**Run 1: routing congestion**

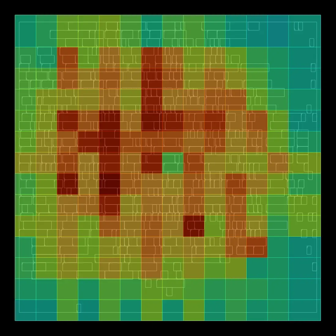
**Run 1: M1 wires**

Scale: 4 px per µm. Supply wires on this layer in gray.
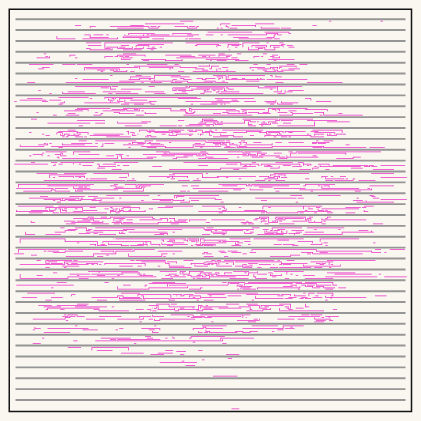
**Run 1: zoomed window**

Region (35, 55) to (65, 85) µm. Cells in gray, sequential cells in the stronger gray; small squares are vias.
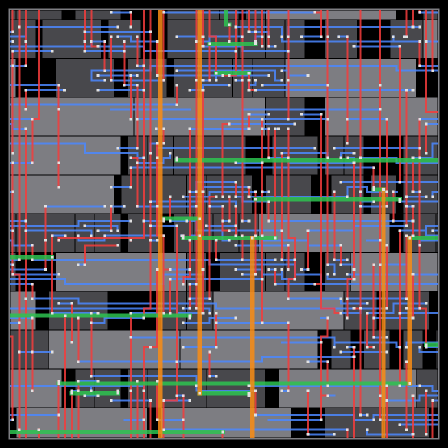
$ cat src/rtl/apb_uart.sv
// APB slave UART: one 8N1 transmitter, one 8N1 receiver, programmable baud divisor and a
// level interrupt. Zero-wait-state; all serial timing is derived from clk.
module apb_uart #(
    parameter logic [15:0] DEFAULT_DIV = 16'd867,
    parameter logic [15:0] MIN_DIV     = 16'd3
) (
    input  logic        clk,
    input  logic        reset,
    input  logic [31:0] io_paddr,
    input  logic        io_pwrite,
    input  logic        io_psel,
    input  logic        io_penable,
    input  logic [31:0] io_pwdata,
    output logic [31:0] io_prdata,
    output logic        io_pready,
    output logic        io_pslverr,
    output logic        io_txd,
    input  logic        io_rxd,
    output logic        io_irq
);

    typedef enum logic [1:0] {StIdle, StStart, StData, StStop} state_e;

    logic        access, addr_ok, wr, rd, tx_busy, wr_data, rd_data, wr_status;
    logic [1:0]  reg_sel;
    logic [15:0] div_q;
    logic        rx_irq_en_q, irq_q;
    logic        rx_valid_q, rx_overrun_q, rx_frame_err_q;
    logic [7:0]  rx_data_q;

    state_e      tx_state_q, tx_state_d;
    logic [15:0] tx_cnt_q, tx_cnt_d;
    logic [2:0]  tx_bit_q, tx_bit_d;
    logic [7:0]  tx_byte_q;
    logic        txd_q, txd_d, tx_tick;

    state_e      rx_state_q, rx_state_d;
    logic [15:0] rx_cnt_q, rx_cnt_d;
    logic [2:0]  rx_bit_q, rx_bit_d;
    logic [7:0]  rx_shift_q, rx_shift_d;
    logic        rxd_meta_q, rxd_sync_q, rxd_prev_q, rx_fall, rx_tick, rx_done;

    logic        unused_bits;
    assign unused_bits = ^{io_paddr[31:12], io_paddr[1:0], io_pwdata[31:16]};

    // APB decode
    assign access    = io_psel & io_penable;
    assign addr_ok   = (io_paddr[11:4] == 8'd0);
    assign reg_sel   = io_paddr[3:2];
    assign wr        = access & io_pwrite & addr_ok;
    assign rd        = access & ~io_pwrite & addr_ok;
    assign tx_busy   = (tx_state_q != StIdle);
    assign wr_data   = wr & (reg_sel == 2'd0) & ~tx_busy;
    assign rd_data   = rd & (reg_sel == 2'd0);
    assign wr_status = wr & (reg_sel == 2'd1);

    assign io_pready  = 1'b1;
    assign io_pslverr = access & (~addr_ok | (io_pwrite & (reg_sel == 2'd0) & tx_busy));
    assign io_txd     = txd_q;
    assign io_irq     = irq_q;

    always_comb begin
        io_prdata = 32'd0;
        if (rd) begin
            case (reg_sel)
                2'd0:    io_prdata = {24'd0, rx_data_q};
                2'd1:    io_prdata = {28'd0, rx_frame_err_q, rx_overrun_q, rx_valid_q, tx_busy};
                2'd2:    io_prdata = {16'd0, div_q};
                default: io_prdata = {31'd0, rx_irq_en_q};
            endcase
        end
    end

    always_ff @(posedge clk or posedge reset) begin
        if (reset) begin
            div_q       <= DEFAULT_DIV;
            rx_irq_en_q <= 1'b0;
            irq_q       <= 1'b0;
        end else begin
            if (wr && reg_sel == 2'd2) begin
                div_q <= (io_pwdata[15:0] < MIN_DIV) ? MIN_DIV : io_pwdata[15:0];
            end
            if (wr && reg_sel == 2'd3) begin
                rx_irq_en_q <= io_pwdata[0];
            end
            irq_q <= rx_irq_en_q & (rx_valid_q | rx_overrun_q | rx_frame_err_q);
        end
    end

    // Delivery beats a coinciding DATA read, so that case is not an overrun.
    always_ff @(posedge clk or posedge reset) begin
        if (reset) begin
            rx_data_q      <= 8'd0;
            rx_valid_q     <= 1'b0;
            rx_overrun_q   <= 1'b0;
            rx_frame_err_q <= 1'b0;
        end else begin
            if (rx_done) begin
                if (rx_valid_q && !rd_data) begin
                    rx_overrun_q <= 1'b1;
                end else begin
                    rx_data_q  <= rx_shift_q;
                    rx_valid_q <= 1'b1;
                end
            end else if (rd_data) begin
                rx_valid_q <= 1'b0;
            end
            if (!(rx_done && rx_valid_q && !rd_data) && wr_status && io_pwdata[2]) begin
                rx_overrun_q <= 1'b0;
            end
            if (rx_done && !rxd_sync_q) begin
                rx_frame_err_q <= 1'b1;
            end else if (wr_status && io_pwdata[3]) begin
                rx_frame_err_q <= 1'b0;
            end
        end
    end

    // Transmitter
    assign tx_tick = (tx_cnt_q == 16'd0);

    always_ff @(posedge clk or posedge reset) begin
        if (reset) begin
            tx_state_q <= StIdle;
            tx_cnt_q   <= 16'd0;
            tx_bit_q   <= 3'd0;
            tx_byte_q  <= 8'd0;
            txd_q      <= 1'b1;
        end else begin
            tx_state_q <= tx_state_d;
            tx_cnt_q   <= tx_cnt_d;
            tx_bit_q   <= tx_bit_d;
            txd_q      <= txd_d;
            if (wr_data) begin
                tx_byte_q <= io_pwdata[7:0];
            end
        end
    end

    always_comb begin
        tx_state_d = tx_state_q;
        case (tx_state_q)
            StIdle:  if (wr_data) tx_state_d = StStart;
            StStart: if (tx_tick) tx_state_d = StData;
            StData:  if (tx_tick && tx_bit_q == 3'd7) tx_state_d = StStop;
            default: if (tx_tick) tx_state_d = StIdle;
        endcase
    end

    // Down-counter reloads from div_q at every bit boundary.
    always_comb begin
        tx_cnt_d = tx_cnt_q - 16'd1;
        tx_bit_d = tx_bit_q;
        if (tx_state_q == StIdle) begin
            tx_cnt_d = div_q;
            tx_bit_d = 3'd0;
        end else if (tx_tick) begin
            tx_cnt_d = div_q;
            if (tx_state_q == StData) begin
                tx_bit_d = tx_bit_q + 3'd1;
            end
        end
        case (tx_state_d)
            StStart: txd_d = 1'b0;
            StData:  txd_d = tx_byte_q[tx_bit_d];
            default: txd_d = 1'b1;
        endcase
    end

    // Receiver
    assign rx_fall = rxd_prev_q & ~rxd_sync_q;
    assign rx_tick = (rx_cnt_q == 16'd0);
    assign rx_done = (rx_state_q == StStop) & rx_tick;

    always_ff @(posedge clk or posedge reset) begin
        if (reset) begin
            rxd_meta_q <= 1'b1;
            rxd_sync_q <= 1'b1;
            rxd_prev_q <= 1'b1;
            rx_state_q <= StIdle;
            rx_cnt_q   <= 16'd0;
            rx_bit_q   <= 3'd0;
            rx_shift_q <= 8'd0;
        end else begin
            rxd_meta_q <= io_rxd;
            rxd_sync_q <= rxd_meta_q;
            rxd_prev_q <= rxd_sync_q;
            rx_state_q <= rx_state_d;
            rx_cnt_q   <= rx_cnt_d;
            rx_bit_q   <= rx_bit_d;
            rx_shift_q <= rx_shift_d;
        end
    end

    always_comb begin
        rx_state_d = rx_state_q;
        case (rx_state_q)
            StIdle:  if (rx_fall) rx_state_d = StStart;
            StStart: if (rx_tick) rx_state_d = rxd_sync_q ? StIdle : StData;
            StData:  if (rx_tick && rx_bit_q == 3'd7) rx_state_d = StStop;
            default: if (rx_tick) rx_state_d = StIdle;
        endcase
    end

    // Idle preloads the half-period so the start bit is checked mid-bit.
    always_comb begin
        rx_cnt_d   = rx_cnt_q - 16'd1;
        rx_bit_d   = rx_bit_q;
        rx_shift_d = rx_shift_q;
        if (rx_state_q == StIdle) begin
            rx_cnt_d = {1'b0, div_q[15:1]};
            rx_bit_d = 3'd0;
        end else if (rx_tick) begin
            rx_cnt_d = div_q;
            if (rx_state_q == StData) begin
                rx_shift_d = {rxd_sync_q, rx_shift_q[7:1]};
                rx_bit_d   = rx_bit_q + 3'd1;
            end
        end
    end

endmodule

$ cat config.mk
export PLATFORM = sky130hd
export DESIGN_NAME = apb_uart
export DESIGN_NICKNAME = d
export VERILOG_FILES = /design/src/rtl/apb_uart.sv
export SDC_FILE = /design/constraint.sdc
export NUM_CORES = 1
export LEC_CHECK = 0
export CORE_UTILIZATION = 50
export CTS_CLUSTER_DIAMETER = 50
export CTS_CLUSTER_SIZE = 28
export DETAILED_ROUTE_END_ITERATION = 8
export PLACE_DENSITY = 0.86
export SYNTH_ARGS = -nofsm -noshare
export SYNTH_HDL_FRONTEND = slang
export SYNTH_SLANG_ARGS = --single-unit
$ cat constraint.sdc
create_clock -name clk -period 4.4 [get_ports clk]
set_input_delay 1.32 -clock clk [delete_from_list [all_inputs] [get_ports clk]]
set_output_delay 1.32 -clock clk [all_outputs]
set_load 0.02 [all_outputs]
==> run summary, run 1 <==
OpenROAD warning count -> 65
Yosys top cell by instances -> dfrtp_1
clock sink count -> 91
Peak supply drop -> 0.205 mV
CP endpoint -> io_prdata[6]
drt via density -> 5.69
Synth Instances -> 482
Slew HR -> 45.5%
Post-DRT Antenna Nets -> 0
TritonCTS clock tree -> done
final max-slew violation count -> 0
Met1 Wirelength -> 4880 µm
Synth area leaders -> dfrtp_1 (42%), mux2_2 (10%), dfstp_2 (5.4%)
die height -> 100 µm
Comb gates -> 356
count of library flops with an enable pin -> 0
H-tree levels -> 3
# Cells Yosys -> 482
worst hold path endpoint -> rxd_sync_q
Period minus WS final -> 4.31 ns
Seq area share -> 40.4%
cell taking the most area after synthesis -> dfrtp_1
Worst Skew -> 0.0133 ns
metal3 WL -> 641 µm
CTS root buffer -> clkbuf_8
Crit. End Element -> output port
Logic cell area -> 2370 µm²
R2R Setup Slk -> 1.47 ns
nonclk buf count -> 68
CLK BUF -> 11
Fin. Hold Viols -> 0
CTS max path bufs -> 2
post-cts sizing count -> 72
vias in the first global route -> 3762
arrival time worst endpoint -> 2.99 ns
Pre-Repair DR Iteration Count -> 5
FF-to-FF End -> io_txd
Net count, final -> 614
top comb family, area -> simple AND/OR/NAND/NOR gates
Wirelength per Cell -> 16.5 µm
pre-CTS setup slack -> -0.591 ns
number of CTS-inserted buffers -> 9
Final clock-cell share -> 3.47%
most frequent logic cells in the routed design -> dfrtp_1 (81), nand2_1 (57), mux2_2 (44)
area fraction in xor and xnor cells -> 3.45%
Reg2Reg Depth -> 10
worst hold path class -> flip-flop to flip-flop
Setup crit start -> io_paddr[8]
grt total ovfl -> 0
Total GRT Usage -> 23.8%
Clock Pin Slew Worst Setup and Hold Paths -> 0.10 ns
FILL cells -> 766
Worst EP required -> 3.08 ns
Comb area share -> 41.8%
Top cell area share -> 42.0%
largest net degree at the start of global routing -> 47
final core occ -> 61.0%
status -> completed
initial antenna violation count -> 0
final worst path period share -> 98.0%
DR top layer -> met4
PortBufs -> 50
Max Clock Freq -> 232 MHz
area grow syn2layout -> 17.4%
Simple Share, Synth -> 17.1%
core area -> 9280 µm²
worst-path maximum fanout -> 6
maxcap violations -> 0
Setup CP Type -> input port to output port
fp util -> 52.0%
WL met2 -> 5300 µm
Yosys reg bits -> 91
Latency at later pin -> 0.36 ns
total power -> 2040 µW
die area -> 10000 µm²
Worst-Margin Slew -> 0.816 ns
DP Wirelength -> 7540 µm
Synth Area in Adders -> 1.82%
yosys aoi share -> 12.3%
Static Leak -> 0.00267 µW
Worst Setup Slack, final -> 0.0900 ns
yosys stat area -> 4820 µm²
pwr/cell area -> 360 nW/µm²
main flop type -> dfrtp_1
post-synthesis cell type count -> 56
Synth Seq Share -> 47.5%
Final setup viols -> 0
## Picture notes: 'routing congestion'
GRT met2 Usage: 38.7%
GR Util met1: 30.7%
most used routing layer: met2

## Picture notes: 'M1 wires'
514 nets have wire on it. The layer holds 44% of the routed length. The longest straight run is 31.7 µm.
DR vias: 3818
Post-Route WL: 11100 µm

## Picture notes: 'zoomed window'
Green shows M3. Orange shows M4. Blue shows M1. Red shows M2.
Sequential cells in the window: 15. 75 logic cells have their middle in the window. Most frequent: dfrtp_1 (12), nand2_1 (10), mux2_2 (7). Netlist names of flops here include tx_cnt_q (7), div_q (5), tx_byte_q (2).

==> run 1: through the flow <==
| step | TNS, ns | std cells | instance area, µm² |
|---|---|---|---|
| floorplan | 0 | 497 | 4880 |
| global placement | -7.31 | 652 | 5450 |
| detailed placement | -7.60 | 652 | 5450 |
| CTS | 0 | 671 | 5650 |
| global route | 0 | 671 | 5660 |
| finish | 0 | 671 | 5660 |
==> run 1: worst max-delay path: stages <==
cell and delay [ns]:
dlygate4sd2_1 0.24, nor4_2 0.27, nand2_1 0.10, or3_4 0.41
nor2_4 0.18, buf_6 0.15, a22o_1 0.18, buf_6 0.13
==> run 1: where the power goes <==
group | switching, µW | internal [µW] | total (µW) | leakage (µW)
Combinational | 235 | 211 | 446 | 0.00138
Clock | 315 | 244 | 559 | 0.0000981
Sequential | 104 | 929 | 1030 | 0.00119
==> run 2: changes to the inputs <==
- ABC_CLOCK_PERIOD_IN_PS: not set -> 4400
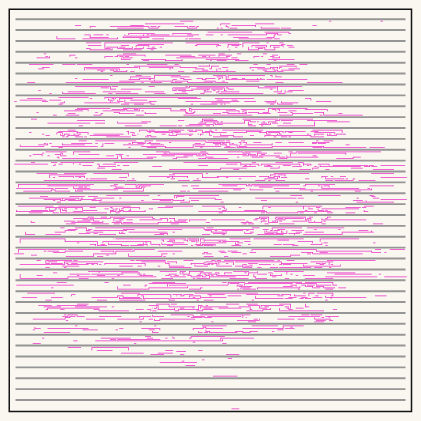
**Above:** run 2 (M1 wires).
Scale: 4 px per µm. Supply wires on this layer in gray.
The layer carries 4880 µm of wire. The longest straight run is 31.7 µm. The layer holds 44% of the routed length. 514 nets have wire on it.

==> run 2 against run 1 <==
Count of clock-buffer cells in the layout did not move. First-iteration DRC count unchanged. Total power unchanged. Combinational power about the same. Critical endpoint unchanged. Largest power group unchanged.
==> run summary, run 2 <==
status -> completed
main flop type -> dfrtp_1
Logic cell area -> 2370 µm² (unchanged)
Synth Seq Share -> 47.5% (unchanged)
Latency at later pin -> 0.36 ns (about the same)
clock-net power -> 559 µW (about the same)
number of diodes -> 0
Crit. End Element -> output port
die area -> 10000 µm² (unchanged)
yosys stat area -> 4820 µm² (unchanged)
hold depth -> 0
area fraction in xor and xnor cells -> 3.45% (unchanged)
Final setup viols -> 0 (unchanged)
drt via density -> 5.69 (unchanged)
Total GRT Usage -> 23.8% (unchanged)
sequential share of power -> 50.7% (about the same)
TNS Setup -> 0 ns (unchanged)
non-filler cells, final -> 671 (unchanged)
Simple Share, Synth -> 17.1% (unchanged)
Wirelength per Cell -> 16.5 µm (unchanged)
Synth Area in Adders -> 1.82% (unchanged)
Comb area share -> 41.8% (unchanged)
core area -> 9280 µm² (unchanged)
Worst EP required -> 3.08 ns (about the same)
PortBufs -> 50 (unchanged)
Gate power share -> 21.9% (about the same)
nonclk buf count -> 68 (unchanged)
reg2reg start -> tx_cnt_q[0]
Reg2Reg Depth -> 10 (unchanged)
RSZ-0062 raised after global routing -> no
Regs by FF count -> div_q (16), rx_cnt_q (16), tx_cnt_q (16)
maxcap violations -> 0 (unchanged)
Rows -> 35
Seq area share -> 40.4% (unchanged)
Comb power -> 446 µW (about the same)
OpenROAD warning count -> 65 (unchanged)
Max Clock Freq -> 232 MHz (unchanged)
Net count, final -> 614 (unchanged)
cell taking the most area after synthesis -> dfrtp_1
Fin. Hold Viols -> 0 (unchanged)
P_seq -> 1030 µW (about the same)
fp util -> 52.0% (unchanged)
Pre-Repair DR Iteration Count -> 5 (unchanged)
Period minus WS final -> 4.31 ns (unchanged)
count of library flops with an enable pin -> 0 (unchanged)
grt total ovfl -> 0 (unchanged)
mux frac, synth -> 12.3%
yosys aoi share -> 12.3% (unchanged)
number of well taps -> 129
worst hold path class -> flip-flop to flip-flop
Static Leak -> 0.00267 µW (unchanged)
H-tree levels -> 3 (unchanged)
Worst Skew -> 0.0133 ns (unchanged)
vias in the first global route -> 3762 (unchanged)
final worst path period share -> 98.0% (unchanged)
Comb gates -> 356 (unchanged)
Sw Share -> 32.1% (unchanged)
FF/Latch Area -> 2290 µm²
Yosys top cell by instances -> dfrtp_1
Post-Route WL -> 11100 µm (unchanged)
Final clock-cell share -> 3.47% (unchanged)
FILL cells -> 766 (unchanged)
DR vias -> 3818 (unchanged)
post-synthesis cell type count -> 56 (unchanged)
total power -> 2040 µW (unchanged)
arrival time worst endpoint -> 2.99 ns (about the same)
number of CTS-inserted buffers -> 9 (unchanged)
Clock Pin Slew Worst Setup and Hold Paths -> 0.10 ns (about the same)
R2R Setup Slk -> 1.47 ns (about the same)
clock sink count -> 91 (unchanged)
top cells by count -> dfrtp_1 (81), nand2_1 (57), mux2_2 (44), o21ai_0 (39), nor2_1 (38)
most used logic cell in the final layout -> dfrtp_1
largest net degree at the start of global routing -> 47 (unchanged)
CLK BUF -> 11 (unchanged)
dpl cells -> 652 (unchanged)
area grow syn2layout -> 17.4% (unchanged)
top comb family, area -> simple AND/OR/NAND/NOR gates
hold buffers post-CTS -> 0
pwr/cell area -> 360 nW/µm² (unchanged)
Post-DRT Antenna Nets -> 0 (unchanged)
Setup crit start -> io_paddr[8]
Top cell area share -> 42.0% (unchanged)
post-route design area -> 5660 µm² (unchanged)
CTS max path bufs -> 2 (unchanged)
worst-path maximum fanout -> 6 (unchanged)
most frequent logic cells in the routed design -> dfrtp_1 (81), nand2_1 (57), mux2_2 (44)
P_int -> 1380 µW (unchanged)
worst hold path endpoint -> rxd_sync_q
DP Wirelength -> 7540 µm (unchanged)
Worst Hold Slack -> 0.362 ns
pre-CTS setup slack -> -0.591 ns (unchanged)
initial antenna violation count -> 0 (unchanged)
die height -> 100 µm (unchanged)
TritonCTS clock tree -> done
Synth Instances -> 482 (unchanged)
Yosys reg bits -> 91 (unchanged)
Largest cell class -> multi-input combinational cells
Setup CP Type -> input port to output port
num sequential -> 91
Net Sw Power -> 655 µW (unchanged)
Top power group -> registers
CP endpoint -> io_prdata[6]
Worst Setup Slack, final -> 0.0900 ns (unchanged)
Synth area leaders -> dfrtp_1 (42%), mux2_2 (10%), dfstp_2 (5.4%)
Peak supply drop -> 0.205 mV (unchanged)
final core occ -> 61.0% (unchanged)
Clock power frac -> 27.4% (about the same)
Placed Area -> 5450 µm² (unchanged)
CTS root buffer -> clkbuf_8
FF-to-FF End -> io_txd
Slew HR -> 45.5% (unchanged)
final max-slew violation count -> 0 (unchanged)
# Cells Yosys -> 482 (unchanged)
Worst-Margin Slew -> 0.816 ns (unchanged)
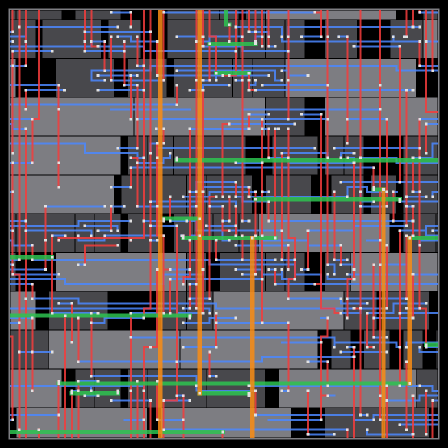
**Above:** run 2 (zoomed window).
Region (35, 55) to (65, 85) µm. Cells in gray, sequential cells in the stronger gray; small squares are vias.

## run 2: cell counts after synthesis
No cell type changed its count.
## run 2: metal layers
metal / global-route usage [%] / wire length, µm
met1: 30.7 / 4880
met5: 0 / 0
met3: 5.71 / 641
met2: 38.7 / 5300
met4: 9.48 / 263
## run 2: critical path, stage by stage
cell	delay, ns
dlygate4sd2_1	0.24
nor4_2	0.27
nand2_1	0.10
or3_4	0.41
nor2_4	0.18
buf_6	0.15
a22o_1	0.18
buf_6	0.13
## run 2: repair_timing
item / 4_1_cts / 5_1_grt
buffers inserted: 2 / 0
pin swaps: 7 / 7
setup endpoints to repair: 16 / 16
gates resized: 72 / 5
gates cloned: 1 / 0
hold endpoints to repair: 0 / 0
Power is estimated from default activity; no workload was simulated.
